File: src/rtl/board_io_avalon.sv
// board_io_avalon: Avalon-MM slave for seven-segment digits, LEDs, synchronised switches and debounced keys with irq
module board_io_avalon #(
  parameter int NUM_DIGITS      = 8,
  parameter int NUM_LEDR        = 18,
  parameter int NUM_LEDG        = 9,
  parameter int NUM_SW          = 18,
  parameter int NUM_KEY         = 4,
  parameter int DEBOUNCE_CYCLES = 250000,
  parameter int DATAWIDTH       = 32
) (
  input  logic                    clk_clk,
  input  logic                    reset_reset_n,
  input  logic [3:0]              avs_address,
  input  logic                    avs_read,
  input  logic                    avs_write,
  input  logic [DATAWIDTH-1:0]    avs_writedata,
  output logic [DATAWIDTH-1:0]    avs_readdata,
  output logic                    irq,
  input  logic [NUM_SW-1:0]       sw,
  input  logic [NUM_KEY-1:0]      key_n,
  output logic [NUM_LEDR-1:0]     ledr,
  output logic [NUM_LEDG-1:0]     ledg,
  output logic [7*NUM_DIGITS-1:0] hex
);
  localparam int CW = $clog2(DEBOUNCE_CYCLES);
  localparam logic [6:0] SEG [16] = '{7'h40, 7'h79, 7'h24, 7'h30, 7'h19, 7'h12, 7'h02, 7'h78,
                                      7'h00, 7'h10, 7'h08, 7'h03, 7'h46, 7'h21, 7'h06, 7'h0E};
  logic [4*NUM_DIGITS-1:0]        data_q, data_d;
  logic [NUM_DIGITS-1:0]          en_q, en_d, raw_sel_q, raw_sel_d;
  logic [NUM_DIGITS-1:0][6:0]     raw_q, raw_d, hex_q, hex_d;
  logic [NUM_LEDR-1:0]            ledr_q, ledr_d;
  logic [NUM_LEDG-1:0]            ledg_q, ledg_d;
  logic [NUM_SW-1:0]              sw_s1_q, sw_s2_q;
  logic [NUM_KEY-1:0]             key_s1_q, key_s2_q, stable_q, stable_d, edge_q, edge_d, mask_q, mask_d, toggle;
  logic [NUM_KEY-1:0][CW-1:0]     cnt_q, cnt_d;
  logic [DATAWIDTH-1:0]           rd_q, rd_d, rd_mux, raw_lo, raw_hi;
  logic                           irq_q, irq_d;
  always_comb begin
    data_d    = (avs_write && avs_address == 4'd0) ? avs_writedata[4*NUM_DIGITS-1:0] : data_q;
    en_d      = (avs_write && avs_address == 4'd1) ? avs_writedata[NUM_DIGITS-1:0] : en_q;
    raw_sel_d = (avs_write && avs_address == 4'd1) ? avs_writedata[8+:NUM_DIGITS] : raw_sel_q;
    ledr_d    = (avs_write && avs_address == 4'd4) ? avs_writedata[NUM_LEDR-1:0] : ledr_q;
    ledg_d    = (avs_write && avs_address == 4'd5) ? avs_writedata[NUM_LEDG-1:0] : ledg_q;
    mask_d    = (avs_write && avs_address == 4'd9) ? avs_writedata[NUM_KEY-1:0] : mask_q;
    raw_lo    = '0;
    raw_hi    = '0;
    for (int i = 0; i < NUM_DIGITS; i++) begin
      raw_d[i] = (avs_write && avs_address == ((i < 4) ? 4'd2 : 4'd3)) ? avs_writedata[8*(i%4)+:7] : raw_q[i];
      hex_d[i] = !en_q[i] ? 7'h7F : raw_sel_q[i] ? raw_q[i] : SEG[data_q[4*i+:4]];
      if (i < 4) raw_lo[8*(i%4)+:7] = raw_q[i];
      else raw_hi[8*(i%4)+:7] = raw_q[i];
    end
    for (int k = 0; k < NUM_KEY; k++) begin
      toggle[k] = (key_s2_q[k] != stable_q[k]) && (cnt_q[k] == CW'(DEBOUNCE_CYCLES - 1));
      cnt_d[k]  = (key_s2_q[k] == stable_q[k] || toggle[k]) ? '0 : cnt_q[k] + CW'(1);
    end
    stable_d = stable_q ^ toggle;
    edge_d   = (edge_q & ~((avs_write && avs_address == 4'd8) ? avs_writedata[NUM_KEY-1:0] : '0))
             | (toggle & ~stable_q);
    irq_d    = |(edge_q & mask_q);
    case (avs_address)
      4'd0:    rd_mux = 32'(data_q);
      4'd1:    rd_mux = (32'(raw_sel_q) << 8) | 32'(en_q);
      4'd2:    rd_mux = raw_lo;
      4'd3:    rd_mux = raw_hi;
      4'd4:    rd_mux = 32'(ledr_q);
      4'd5:    rd_mux = 32'(ledg_q);
      4'd6:    rd_mux = 32'(sw_s2_q);
      4'd7:    rd_mux = 32'(stable_q);
      4'd8:    rd_mux = 32'(edge_q);
      4'd9:    rd_mux = 32'(mask_q);
      default: rd_mux = '0;
    endcase
    rd_d = avs_read ? rd_mux : rd_q;
  end
  always_ff @(posedge clk_clk or negedge reset_reset_n) begin
    if (!reset_reset_n) begin
      data_q    <= '0;
      en_q      <= '0;
      raw_sel_q <= '0;
      raw_q     <= '0;
      hex_q     <= '1;
      ledr_q    <= '0;
      ledg_q    <= '0;
      sw_s1_q   <= '0;
      sw_s2_q   <= '0;
      key_s1_q  <= '0;
      key_s2_q  <= '0;
      stable_q  <= '0;
      cnt_q     <= '0;
      edge_q    <= '0;
      mask_q    <= '0;
      rd_q      <= '0;
      irq_q     <= 1'b0;
    end else begin
      data_q    <= data_d;
      en_q      <= en_d;
      raw_sel_q <= raw_sel_d;
      raw_q     <= raw_d;
      hex_q     <= hex_d;
      ledr_q    <= ledr_d;
      ledg_q    <= ledg_d;
      sw_s1_q   <= sw;
      sw_s2_q   <= sw_s1_q;
      key_s1_q  <= ~key_n;
      key_s2_q  <= key_s1_q;
      stable_q  <= stable_d;
      cnt_q     <= cnt_d;
      edge_q    <= edge_d;
      mask_q    <= mask_d;
      rd_q      <= rd_d;
      irq_q     <= irq_d;
    end
  end
  assign avs_readdata = rd_q;
  assign irq          = irq_q;
  assign ledr         = ledr_q;
  assign ledg         = ledg_q;
  assign hex          = hex_q;
endmodule

File: config.mk
export PLATFORM = sky130hd
export DESIGN_NAME = board_io_avalon
export DESIGN_NICKNAME = d
export VERILOG_FILES = /design/src/rtl/board_io_avalon.sv
export SDC_FILE = /design/constraint.sdc
export NUM_CORES = 1
export LEC_CHECK = 0
export CAP_MARGIN = 20
export CELL_PAD_IN_SITES_DETAIL_PLACEMENT = 1
export CELL_PAD_IN_SITES_GLOBAL_PLACEMENT = 1
export CORE_UTILIZATION = 49
export DETAILED_ROUTE_END_ITERATION = 16
export GPL_TIMING_DRIVEN = 1
export PLACE_DENSITY = 0.95
export SKIP_CTS_REPAIR_TIMING = 1
export SLEW_MARGIN = 30
export SYNTH_ARGS = -nofsm -noshare
export SYNTH_HDL_FRONTEND = slang
export SYNTH_SLANG_ARGS = --single-unit
File: constraint.sdc
create_clock -name clk_clk -period 3.3 [get_ports clk_clk]
set_input_delay 0.99 -clock clk_clk [delete_from_list [all_inputs] [get_ports clk_clk]]
set_output_delay 0.99 -clock clk_clk [all_outputs]
set_load 0.01 [all_outputs]
### Pin map, run 1

Pins as bars across the die edge, other pins in gray.
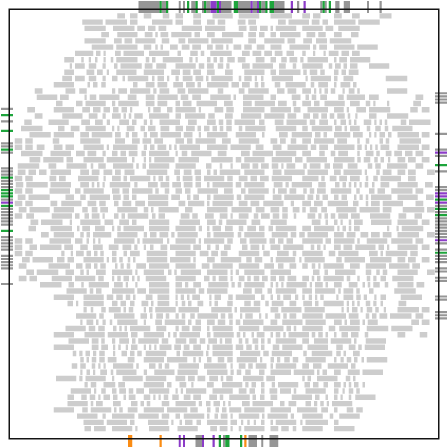
[green] avs_readdata | pins: 32 | direction: output | edge: 14 top, 9 left, 5 right, 4 bottom
[orange] key_n | pins: 4 | direction: input | edge: bottom
[purple] ledr | pins: 18 | direction: output | edge: 8 top, 5 right, 4 bottom, 1 left
all pins by edge: 71 top, 43 right, 39 left, 25 bottom

### Cells colored by class, run 1

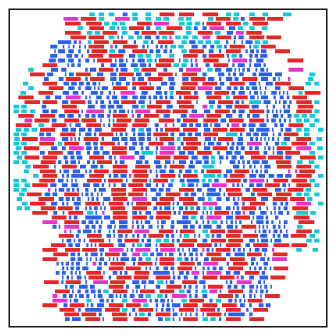
[blue] remaining logic cells | cells: 1026
[magenta] clock drivers and dummy loads | cells: 69
[cyan] remaining buffers and delay cells | cells: 206
[red] registers | cells: 348

### Signal wires by layer, run 1

Only two layers are drawn.
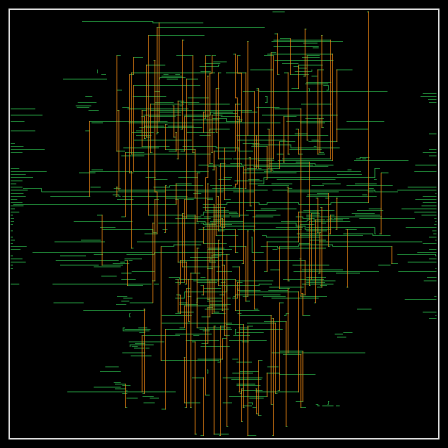
[orange] M4 | wire length: 4530 µm
[green] M3 | wire length: 6070 µm

==> results.py, run 1 <==
# Generated from Yosys and OpenROAD reports
metrics = {
    "drt": {
        "met2_routed_wl_mm": 29.74,
        "dr_total_vias": 14200,
        "ant_nets": 0,
        "drc": 0,
    },
    "clock_network": {
        "clock_latency_ns": 0.54,
        "clockRootBuffer": "sky130_fd_sc_hd__clkbuf_16",
        "clock_sink_count": 348,
    },
    "critical_path": {
        "cp-startpoint": "avs_address[2]",
        "cp_max_stage_delay_ns": 0.77,
        "critical_path_cell_count": 5,
        "critical_path.cell_chain": "clkdlybuf4s50_1, buf_4, o21ai_0, and2_1, a22o_1",
        "crit_family": "buffers and inverters",
        "r2r_path_end": "cnt_q[47]",
        "worst_r2r_startpoint": "cnt_q[42]",
    },
    "sta": {
        "fmaxAchievable_mhz": 327.4,
    },
    "final_layout": {
        "num-clock-buffers": 60,
        "largest_register_ff_count": 72,
        "finish.cell_count_without_fillers": 2098,
        "antenna-diode-count": 1,
        "finalInstanceArea_mm2": 0.02007,
        "largest_register": "cnt_q",
        "n_sequential_cell": 348,
        "final_cell_mix": "sky130_fd_sc_hd__dfrtp_1, sky130_fd_sc_hd__clkdlybuf4s50_1, sky130_fd_sc_hd__nand2_1",
        "nFillCells": 3357,
    },
    "global_routing": {
        "grt_usage_pct": 37.40,
    },
    "place": {
        "numPortBuffers": 177,
        "dp_hpwl_mm": 38.76,
    },
    "synth": {
        "yosys.stat.seqShare_pct": 52.83,
        "synth-main-ff-cell": "sky130_fd_sc_hd__dfrtp_1",
        "yosys_register_bits": 348,
        "synth-edff-count": 0,
        "synth_dominant_cell_count": "sky130_fd_sc_hd__dfrtp_1",
    },
    "worst_hold_path": {
        "hold-path-endpoint": "key_s2_q[0]",
        "worst_hold_startpoint": "key_s1_q[0]",
    },
    "floorplan": {
        "die_area_mm2": 0.03465,
        "fp.dieW_um": 186.2,
        "fp-row-count": 67,
    },
    "run_status": {
        "outcome": "finished clean",
    },
}
## run 1: cell families after synthesis
| kind of cell | after synthesis | synth area share (%) |
|---|---|---|
| and+or+nand+nor | 420 | 13.82 |
| DFF | 348 | 52.83 |
| AOI/OAI and AO/OA | 311 | 13.06 |
| muxes | 152 | 10.45 |
| buffers and inverters | 130 | 3.343 |
| adders and majority gates | 52 | 3.915 |
| xor gates and xnor gates | 49 | 2.583 |
## run 1: report_power, final
part	internal, mW	switching, mW	leakage (nW)	total, mW
combinational	1.43	1.48	3.61	2.91
sequential	5.04	1.07	4.32	6.11
clock	2.43	1.87	0.590	4.30
--- run 2 (diff from run 1) ---
CTS_CLUSTER_SIZE = 24   (was default)
### Pin map, run 2

Pins as bars across the die edge, other pins in gray.
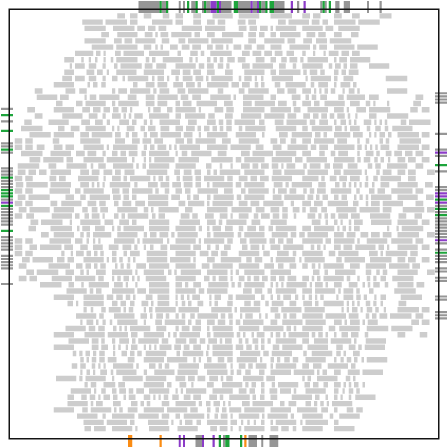
[purple] ledr | pins: 18 | direction: output | edge: 8 top, 5 right, 4 bottom, 1 left
[green] avs_readdata | pins: 32 | direction: output | edge: 14 top, 9 left, 5 right, 4 bottom
[orange] key_n | pins: 4 | direction: input | edge: bottom

### Clock distribution, run 2

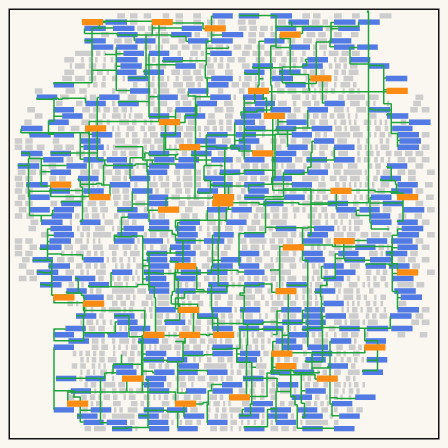
[green] clock wires | length: 4920 µm
[blue] flip-flops | count: 348
[orange] clock-net drivers | count: 38
routed clock nets: 39

### Signal wires by layer, run 2

Only two layers are drawn.
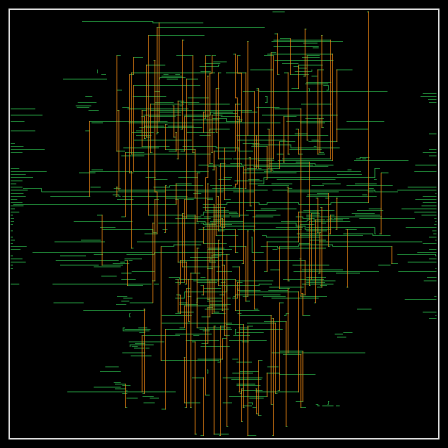
[orange] M4 | wire length: 4530 µm
[green] M3 | wire length: 6070 µm

==> run 2 against run 1 <==
  * Sequential share of layout area did not move
  * Global-route usage did not move
  * First-iteration DRC count did not move
  * Area after synthesis did not move
  * Register-to-register slack barely moved
  * Routed wire length did not move
  * Clock power barely moved
  * Critical path depth did not move
  * Die size did not move
==> results.py, run 2 <==
# Generated from Yosys and OpenROAD reports
metrics = {
    "final_layout": {
        "n_sequential_cell": 348,
        "finalInstanceArea_mm2": 0.02007,
        "largest_register_ff_count": 72,
        "antenna-diode-count": 1,
        "area_growth_pct": 20.78,
        "num-clock-buffers": 60,
        "finish.cell_count_without_fillers": 2098,
        "regArea_mm2": 0.008778,
        "largest_register": "cnt_q",
        "multi_input_comb_cells": 984,
        "final_cell_mix": "sky130_fd_sc_hd__dfrtp_1, sky130_fd_sc_hd__clkdlybuf4s50_1, sky130_fd_sc_hd__nand2_1",
        "nFillCells": 3357,
    },
    "floorplan": {
        "fp-row-count": 67,
        "fp.dieW_um": 186.2,
        "fp.dieH_um": 186.2,
        "die_area_mm2": 0.03465,
    },
    "global_routing": {
        "globalRouteMet3Util_pct": 8.586,
        "grt_usage_pct": 37.40,
        "global_route.usage.met1_pct": 46.94,
    },
    "drt": {
        "drc": 0,
        "met2_routed_wl_mm": 29.74,
        "dr_total_vias": 14200,
        "ant_nets": 0,
    },
    "synth": {
        "aoi_share_pct": 13.06,
        "synth_dominant_cell_count": "sky130_fd_sc_hd__dfrtp_1",
        "topCombFamilyByArea": "simple AND/OR/NAND/NOR gates",
        "simple_gate_area_share_pct": 13.82,
        "post_synth_fa_ha_maj_area_fraction_pct": 3.915,
        "yosys_register_bits": 348,
        "mux_area_share_pct": 10.45,
        "synth-edff-count": 0,
        "synth.cellmix.xorXnorShare_pct": 2.583,
        "synth-main-ff-cell": "sky130_fd_sc_hd__dfrtp_1",
    },
    "clock_network": {
        "clock_latency_ns": 0.54,
        "clockRootBuffer": "sky130_fd_sc_hd__clkbuf_16",
        "clock_sink_count": 348,
        "clock_path_buffers": 3,
        "cts-htree-levels": 2,
    },
    "sta": {
        "rsz0062_at_grt": "no",
        "fmaxAchievable_mhz": 327.4,
    },
    "place": {
        "numPortBuffers": 177,
        "dp_hpwl_mm": 38.76,
    },
    "critical_path": {
        "critical_path_peak_fanout": 20,
        "crit_family": "buffers and inverters",
        "cp_max_stage_delay_ns": 0.77,
        "critical_path.cell_chain": "clkdlybuf4s50_1, buf_4, o21ai_0, and2_1, a22o_1",
    },
    "power": {
        "power_mw": 13.32,
    },
    "run_status": {
        "outcome": "finished clean",
    },
}
==> run 2: cell counts in the layout (fill, tap and decap cells not counted) <==
Identical to the previous run, type by type.
==> run 2: path summary, 6_finish.rpt <==
kind	from	to	slack (ns)	cells after the start
worst max-delay path	avs_address[2]	avs_readdata[11]	0.25	5
worst min-delay path	key_s1_q[0]	key_s2_q[0]	0.34	0
worst max register to register	cnt_q[42]	cnt_q[47]	0.90	4
worst min register to register	key_s1_q[0]	key_s2_q[0]	0.34	0
max in group asynchronous	reset_reset_n	hex[18]	1.97	2
min in group asynchronous	reset_reset_n	sw_s1_q[9]	0.41	1
==> run 2: power by group <==
group | switching (mW) | total, mW | leakage (nW) | internal, mW
registers | 1.07 | 6.11 | 4.32 | 5.04
clock network | 1.87 | 4.30 | 0.590 | 2.43
logic | 1.48 | 2.91 | 3.61 | 1.43
Power is estimated from default activity; no workload was simulated.
